## src/rtl/pipeline_ctrl.sv

```systemverilog
// ============================================================================
// pipeline_ctrl
// ----------------------------------------------------------------------------
// Hazard and stall controller for a five-stage pipeline. It decides each cycle
// whether the pipeline can advance, taking into account instruction and data
// memory hits (which may arrive in different cycles), load-use hazards and
// control-flow redirects. It also tracks a sticky halt and counts stall cycles.
//
// Ports
//   CLK              in   1  rising-edge clock
//   RST              in   1  asynchronous active-high reset
//   ihit             in   1  instruction memory hit
//   dhit             in   1  data memory hit
//   mem_dREN         in   1  MEM-stage load request
//   mem_dWEN         in   1  MEM-stage store request
//   ex_dREN          in   1  EX-stage instruction is a load
//   ex_regDst        in   5  EX-stage destination register
//   id_rs            in   5  ID-stage source register
//   id_rt            in   5  ID-stage source register
//   ex_branch_taken  in   1  EX-stage branch resolved taken
//   ex_jump          in   1  EX-stage jump
//   mem_halt         in   1  halt instruction in MEM
//   pc_en            out  1  PC update enable
//   ifid_en          out  1  IF/ID latch enable
//   idex_en          out  1  ID/EX latch enable
//   exmem_en         out  1  EX/MEM latch enable
//   memwb_en         out  1  MEM/WB latch enable
//   ifid_flush       out  1  clear IF/ID
//   idex_flush       out  1  clear ID/EX
//   halt             out  1  sticky halted flag
//   stall_cnt        out 16  stalled-cycle counter (saturating)
// ============================================================================
module pipeline_ctrl (
    input  logic        CLK,
    input  logic        RST,
    input  logic        ihit,
    input  logic        dhit,
    input  logic        mem_dREN,
    input  logic        mem_dWEN,
    input  logic        ex_dREN,
    input  logic [4:0]  ex_regDst,
    input  logic [4:0]  id_rs,
    input  logic [4:0]  id_rt,
    input  logic        ex_branch_taken,
    input  logic        ex_jump,
    input  logic        mem_halt,
    output logic        pc_en,
    output logic        ifid_en,
    output logic        idex_en,
    output logic        exmem_en,
    output logic        memwb_en,
    output logic        ifid_flush,
    output logic        idex_flush,
    output logic        halt,
    output logic [15:0] stall_cnt
);

    typedef enum logic [1:0] {
        RUN  = 2'd0,
        WAIT = 2'd1,
        HALT = 2'd2
    } state_t;

    state_t state;

    // Remember a hit that arrived while the other memory was still busy, so
    // the pipeline can advance once both sides have completed.
    logic ih_l;
    logic dh_l;

    logic memop;
    logic adv;
    logic luh;
    logic redir;
    logic active;
    logic stall;

    assign memop  = mem_dREN | mem_dWEN;
    assign adv    = (ihit | ih_l) & (~memop | dhit | dh_l);
    // Register 0 is hardwired to zero, so a load into it never creates a hazard.
    assign luh    = ex_dREN & (ex_regDst != 5'd0) &
                    ((ex_regDst == id_rs) | (ex_regDst == id_rt));
    assign redir  = ex_branch_taken | ex_jump;
    assign active = (state != HALT);
    // A load-use bubble counts as a stall; a redirect squashes the dependent
    // instruction, so it does not.
    assign stall  = active & (~adv | (~redir & luh));
    assign halt   = (state == HALT);

    // Enables and flushes are combinational so a stall takes effect in the
    // same cycle the condition is seen.
    always_comb begin
        // NOTE: every output gets a default first so no path leaves one
        // unassigned, which would otherwise infer a latch.
        pc_en      = 1'b0;
        ifid_en    = 1'b0;
        idex_en    = 1'b0;
        exmem_en   = 1'b0;
        memwb_en   = 1'b0;
        ifid_flush = 1'b0;
        idex_flush = 1'b0;
        if (active && adv) begin
            idex_en  = 1'b1;
            exmem_en = 1'b1;
            memwb_en = 1'b1;
            if (redir) begin
                // Redirect wins over load-use: the dependent instruction is
                // squashed anyway, so there is nothing to wait for.
                pc_en      = 1'b1;
                ifid_en    = 1'b1;
                ifid_flush = 1'b1;
                idex_flush = 1'b1;
            end else if (luh) begin
                // Hold PC and IF/ID, inject a bubble into ID/EX.
                idex_flush = 1'b1;
            end else begin
                pc_en   = 1'b1;
                ifid_en = 1'b1;
            end
        end
    end

    // NOTE: sequential state uses non-blocking assignments so every register
    // samples the pre-edge values regardless of statement order.
    always_ff @(posedge CLK or posedge RST) begin
        if (RST) begin
            state     <= RUN;
            ih_l      <= 1'b0;
            dh_l      <= 1'b0;
            stall_cnt <= 16'd0;
        end else begin
            case (state)
                RUN, WAIT: begin
                    if (adv) begin
                        ih_l  <= 1'b0;
                        dh_l  <= 1'b0;
                        state <= mem_halt ? HALT : RUN;
                    end else begin
                        ih_l  <= ih_l | ihit;
                        dh_l  <= dh_l | dhit;
                        state <= WAIT;
                    end
                    if (stall && (stall_cnt != 16'hFFFF)) begin
                        stall_cnt <= stall_cnt + 16'd1;
                    end
                end
                HALT: begin
                    // Only RST leaves HALT; everything holds.
                    state <= HALT;
                end
                default: begin
                    state <= RUN;
                end
            endcase
        end
    end

endmodule

```

## config.mk

```make
export PLATFORM = sky130hd
export DESIGN_NAME = pipeline_ctrl
export DESIGN_NICKNAME = d
export VERILOG_FILES = /design/src/rtl/pipeline_ctrl.sv
export SDC_FILE = /design/constraint.sdc
export NUM_CORES = 1
export LEC_CHECK = 0
export CELL_PAD_IN_SITES_DETAIL_PLACEMENT = 0
export CELL_PAD_IN_SITES_GLOBAL_PLACEMENT = 2
export CORE_ASPECT_RATIO = 0.9
export CORE_MARGIN = 3
export CORE_UTILIZATION = 25
export CTS_CLUSTER_SIZE = 20
export DETAILED_ROUTE_END_ITERATION = 12
export PLACE_DENSITY = 0.78
export SKIP_LAST_GASP = 1
export SLEW_MARGIN = 20
export SYNTH_ARGS = -nofsm -noshare
export SYNTH_HDL_FRONTEND = slang
export SYNTH_SLANG_ARGS = --single-unit
```

## constraint.sdc

```tcl
create_clock -name CLK -period 4.65 [get_ports CLK]
set_clock_uncertainty 0.2 [all_clocks]
set_input_delay 0.93 -clock CLK [delete_from_list [all_inputs] [get_ports CLK]]
set_output_delay 0.93 -clock CLK [all_outputs]
set_load 0.02 [all_outputs]
```

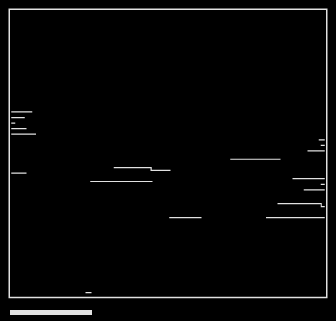
(run_1/met3.png)
Bar = 20 um.
main direction: horizontal
longest straight run: 14.9 um
wirelength, routed: 2860 um
vias: 1,000

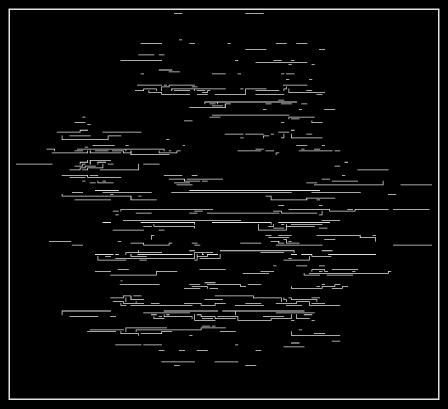
(run_1/met1.png)
nets with wire on the layer: 175
share of all routed wire: 44%
main direction: horizontal

==> impl_metrics.tcl, run 1 <==
# flow metrics
set metrics [dict create \
    status "finished clean" \
    ir_drop_mv 0.200 \
    h-tree-depth 1 \
    crit_path_frequent_cell "clkdlybuf4s50_1" \
    xor_area_frac 0.191 \
    synth_stat.cells 122 \
    whs_ns 0.313 \
    power_clock_mw 0.112 \
    fin_tns_setup_ns 0 \
    grt_pass1_vias 1001 \
    p_comb_frac 0.540 \
    antenna_found_initial 0 \
    clock_power_share 0.115 \
    syn_area_per_cell_um2 9.37 \
    top_layer "met4" \
    drc 0 \
    place_area_um2 1670 \
    numPlacedInstances 226 \
    cp_max_fo 3 \
    num_rows 22 \
    crit_arrival_ns 3.04 \
    finalNetCount 197 \
    dpl.hpwl_um 2340 \
    grt_overflow 0 \
    path_clk_slew_ns 0.07 \
    synth_top_area_share 0.438 \
    syn_nets 148 \
    io_pins 49 \
    syn_inst 122 \
    regMostFlops "stall_cnt" \
    cp_num_buf_inv 2 \
    setup_viol_count_final 0 \
    edf_count 0 \
    yosys_warnings 0 \
]
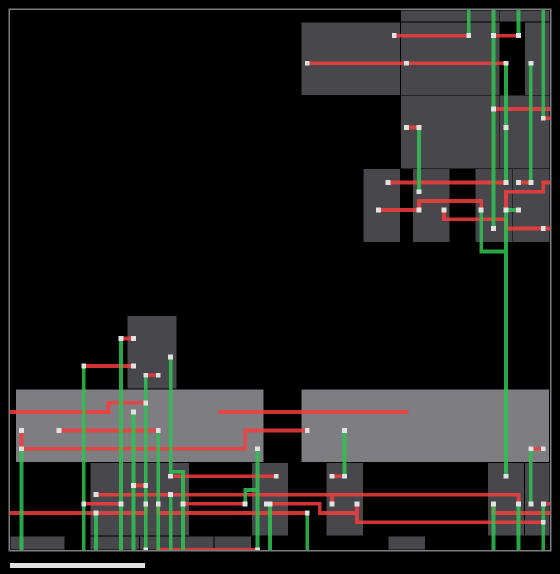
(run_1/zoom.png)
Bar = 5 um. Region (9, 43) to (29, 63) um. Cells in grey, sequential cells in the stronger grey; small squares are vias.
| layer | colour |
|---|---|
| met1 | red |
| met2 | green |
netlist names of flops here include: ih_l (1), state (1)
most frequent: clkdlybuf4s50_1 (4), nor2_1 (3)
sequential cells in the window: 2
cells with their middle in the window: 15

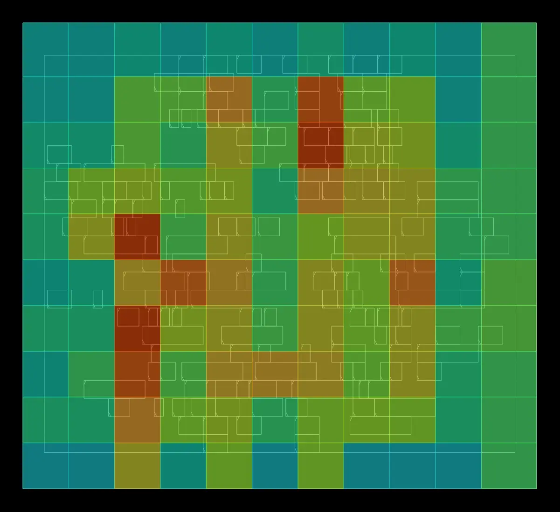
(run_1/final_congestion.png)
grt peak-use layer: met2
GR Util met3: 0.0258
core utilization of the finished layout: 0.403
Wirelength per Cell: 12.5 um
Total GRT Usage: 0.109

## run 1: final timing paths
kind	start	to	slack [ns]	depth (start not counted)
worst max-delay path	ex_regDst[1]	pc_en	0.48	6
worst min-delay path	stall_cnt[15]	stall_cnt[15]	0.31	1
worst max register to register	stall_cnt[0]	stall_cnt[1]	2.22	6
worst min register to register	stall_cnt[15]	stall_cnt[15]	0.31	1
max in group asynchronous	RST	stall_cnt[9]	2.84	2
min in group asynchronous	RST	stall_cnt[4]	0.92	2
## run 1: cell type report
type                            instances  area share
Sequential cell                        20       0.293
Multi-Input combinational cell         91       0.342
Tap cell                               60      0.0440
Timing Repair Buffer                   48       0.282
Inverter                                7      0.0154
Clock buffer                            3      0.0242
==> run 1 -> run 2 <==
ABC_CLOCK_PERIOD_IN_PS = 4650   (was default)
HOLD_SLACK_MARGIN = 0.1   (was default)
TNS_END_PERCENT = 20   (was default)
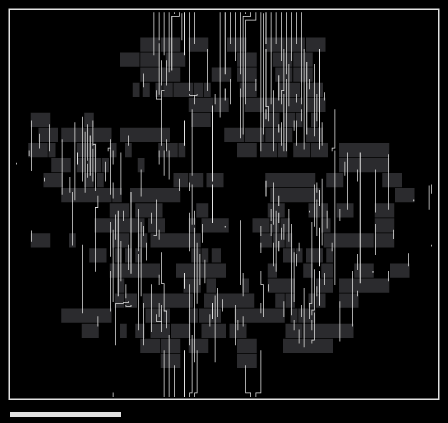
(run_2/met2.png)
Bar = 20 um. Cells faint in the background.
share of all routed wire: 51%
nets with wire on the layer: 165
longest straight run: 25.0 um
wire length on this layer: 1,450 um

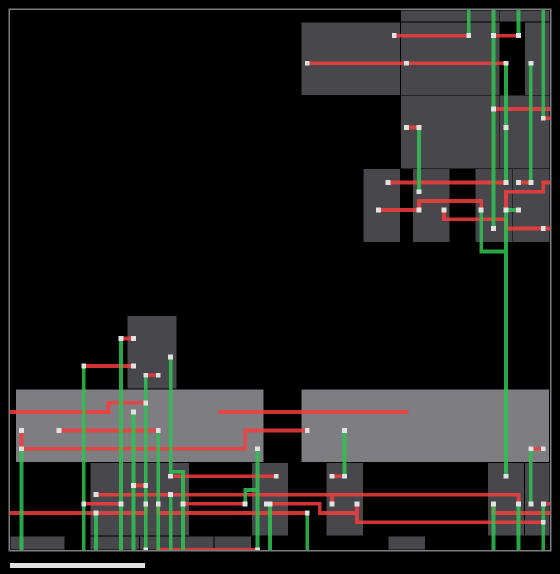
(run_2/zoom.png)
Bar = 5 um. Region (9, 43) to (29, 63) um. Cells in grey, sequential cells in the stronger grey; small squares are vias.
| layer | colour |
|---|---|
| met1 | red |
| met2 | green |
cells with their middle in the window: 15
most frequent: clkdlybuf4s50_1 (4), nor2_1 (3)
sequential cells in the window: 2
netlist names of flops here include: ih_l (1), state (1)

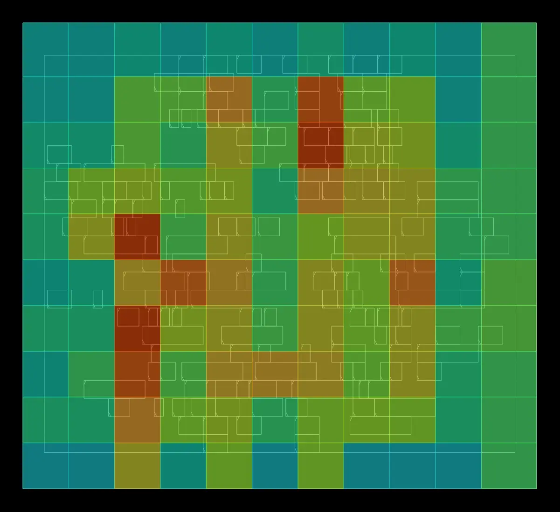
(run_2/final_congestion.png)
met2 usage in global routing: 0.188
routing usage on met1: 0.134

==> run 2 against run 1 <==
Effect of this change:
- wire length unchanged
- design area unchanged
- sequential cell count unchanged
- total power unchanged
- worst hold slack unchanged
- register-to-register slack about the same
- combinational power about the same
- maximum frequency unchanged
- utilization unchanged
- largest cell class unchanged
==> impl_metrics.tcl, run 2 <==
# flow metrics
set metrics [dict create \
    top_layer "met4" \
    grt_use_total 0.109 \
    dpl.hpwl_um 2340 \
    p_comb_frac 0.540 \
    io_pins 49 \
    power_clock_mw 0.112 \
    gr-usage-met3 0.0258 \
    grt_busiest_layer "met2" \
    routed_wl_um 2860 \
    xor_area_frac 0.191 \
    synth_stat.cells 122 \
    grt_pass1_vias 1001 \
    fin_tns_setup_ns 0 \
    regMostFlops "stall_cnt" \
    numPlacedInstances 226 \
    ir_drop_mv 0.200 \
    utilization 0.403 \
    yosys_warnings 0 \
    clock_power_share 0.115 \
    whs_ns 0.313 \
    path_clk_slew_ns 0.07 \
    grt_overflow 0 \
    status "finished clean" \
    cp_max_fo 3 \
    num_rows 22 \
]
## run 2: worst paths after layout
check / startpoint / endpoint / slack (ns) / cells after the start
max in group asynchronous: RST / stall_cnt[9] / 2.84 / 2
setup reg to reg: stall_cnt[0] / stall_cnt[1] / 2.22 / 6
setup / recovery: ex_regDst[1] / pc_en / 0.48 / 6
hold reg to reg: stall_cnt[15] / stall_cnt[15] / 0.31 / 1
hold / removal: stall_cnt[15] / stall_cnt[15] / 0.31 / 1
min in group asynchronous: RST / stall_cnt[4] / 0.92 / 2
## run 2: final cells by class
class | count | area, um^2
fill | 455 | 2530
multi-input combinational | 91 | 583
inverter | 7 | 26.3
sequential | 20 | 500
tap | 60 | 75.1
clock buffer | 3 | 41.3
timing repair buffer | 48 | 480
==> run_2/met3.png <==
Bar = 20 um.
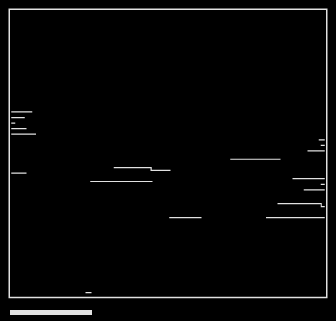

==> run 2 -> run 3 <==
ABC_CLOCK_PERIOD_IN_PS = 4600   (was 4650)
CORE_UTILIZATION = 24   (was 25)
PLACE_DENSITY = 0.75   (was 0.78)
clock period = 4.6 ns   (was 4.65 ns; I/O delays follow)
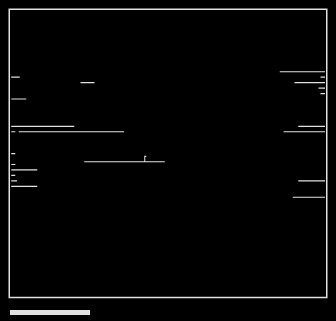
(run_3/met3.png)
Bar = 20 um.
share of all routed wire: 4.7%
main direction: horizontal
wire length on this layer: 139 um
GR Util met3: 0.0314
wirelength, routed: 2950 um
vias: 1,023

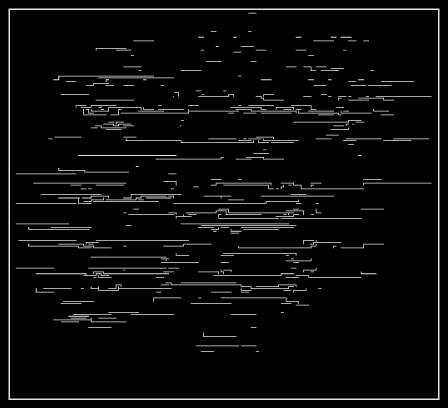
(run_3/met1.png)
nets with wire on the layer: 173
share of all routed wire: 47%
wire length on this layer: 1,380 um
longest straight run: 19.8 um
main direction: horizontal

==> run 3 against run 2 <==
Effect of this change:
- combinational power up 1%
- synthesized cell count unchanged
- utilization shrank 2.4 points
- sequential power grew 2%
- area after synthesis unchanged
- via count grew 2.3%
- wire length up 2.9%
- critical endpoint is now ifid_en
==> impl_metrics.tcl, run 3 <==
# flow metrics
set metrics [dict create \
    regMostFlops "stall_cnt" \
    dpl.hpwl_um 2310 \
    adder_share 0.0109 \
    cp_max_fo 3 \
    num_rows 23 \
    io_pins 49 \
    synth_stat.cells 122 \
    utilization 0.378 \
    ir_drop_mv 0.396 \
    nFillCells 481 \
    met1_usage 0.150 \
    power_mw 0.993 \
    p_comb_frac 0.536 \
    cp.depth 6 \
    grt_use_total 0.111 \
    power_clock_mw 0.117 \
    chipHeight_um 71.5 \
    whs_ns 0.312 \
    clock_power_share 0.118 \
    whs_path_depth 1 \
    fin_tns_setup_ns 0 \
    grt_pass1_vias 1077 \
    yosys_warnings 0 \
    xor_area_frac 0.191 \
    grt_overflow 0 \
    top_layer "met4" \
    fin_crit_sh 0.904 \
    r2r_cells 6 \
    status "finished clean" \
    relSlewSlack 0.471 \
]
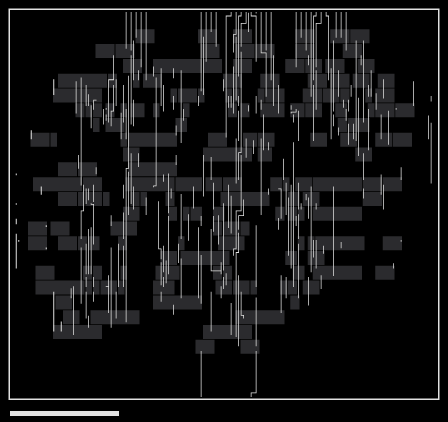
(run_3/met2.png)
Bar = 20 um. Cells faint in the background.
main direction: vertical
longest straight run: 28.2 um
share of all routed wire: 48%
wire length on this layer: 1,420 um
met2 usage in global routing: 0.180

## run 3: final timing paths
check | from | end | slack [ns]
min reg2reg | stall_cnt[15] | stall_cnt[15] | 0.31
min in group asynchronous | RST | stall_cnt[5] | 0.90
max | ex_regDst[1] | ifid_en | 0.44
min | stall_cnt[15] | stall_cnt[15] | 0.31
max in group asynchronous | RST | stall_cnt[8] | 2.81
max reg2reg | stall_cnt[1] | stall_cnt[1] | 2.14
## run 3: layout make-up
| type | count | area, um^2 | area share |
|---|---|---|---|
| Clock buffer | 3 | 41.3 | 0.0242 |
| Inverter | 7 | 26.3 | 0.0154 |
| Sequential cell | 20 | 500 | 0.293 |
| Timing Repair Buffer | 48 | 480 | 0.281 |
| Tap cell | 62 | 77.6 | 0.0454 |
| Multi-Input combinational cell | 91 | 583 | 0.341 |
Power is estimated from default activity; no workload was simulated.
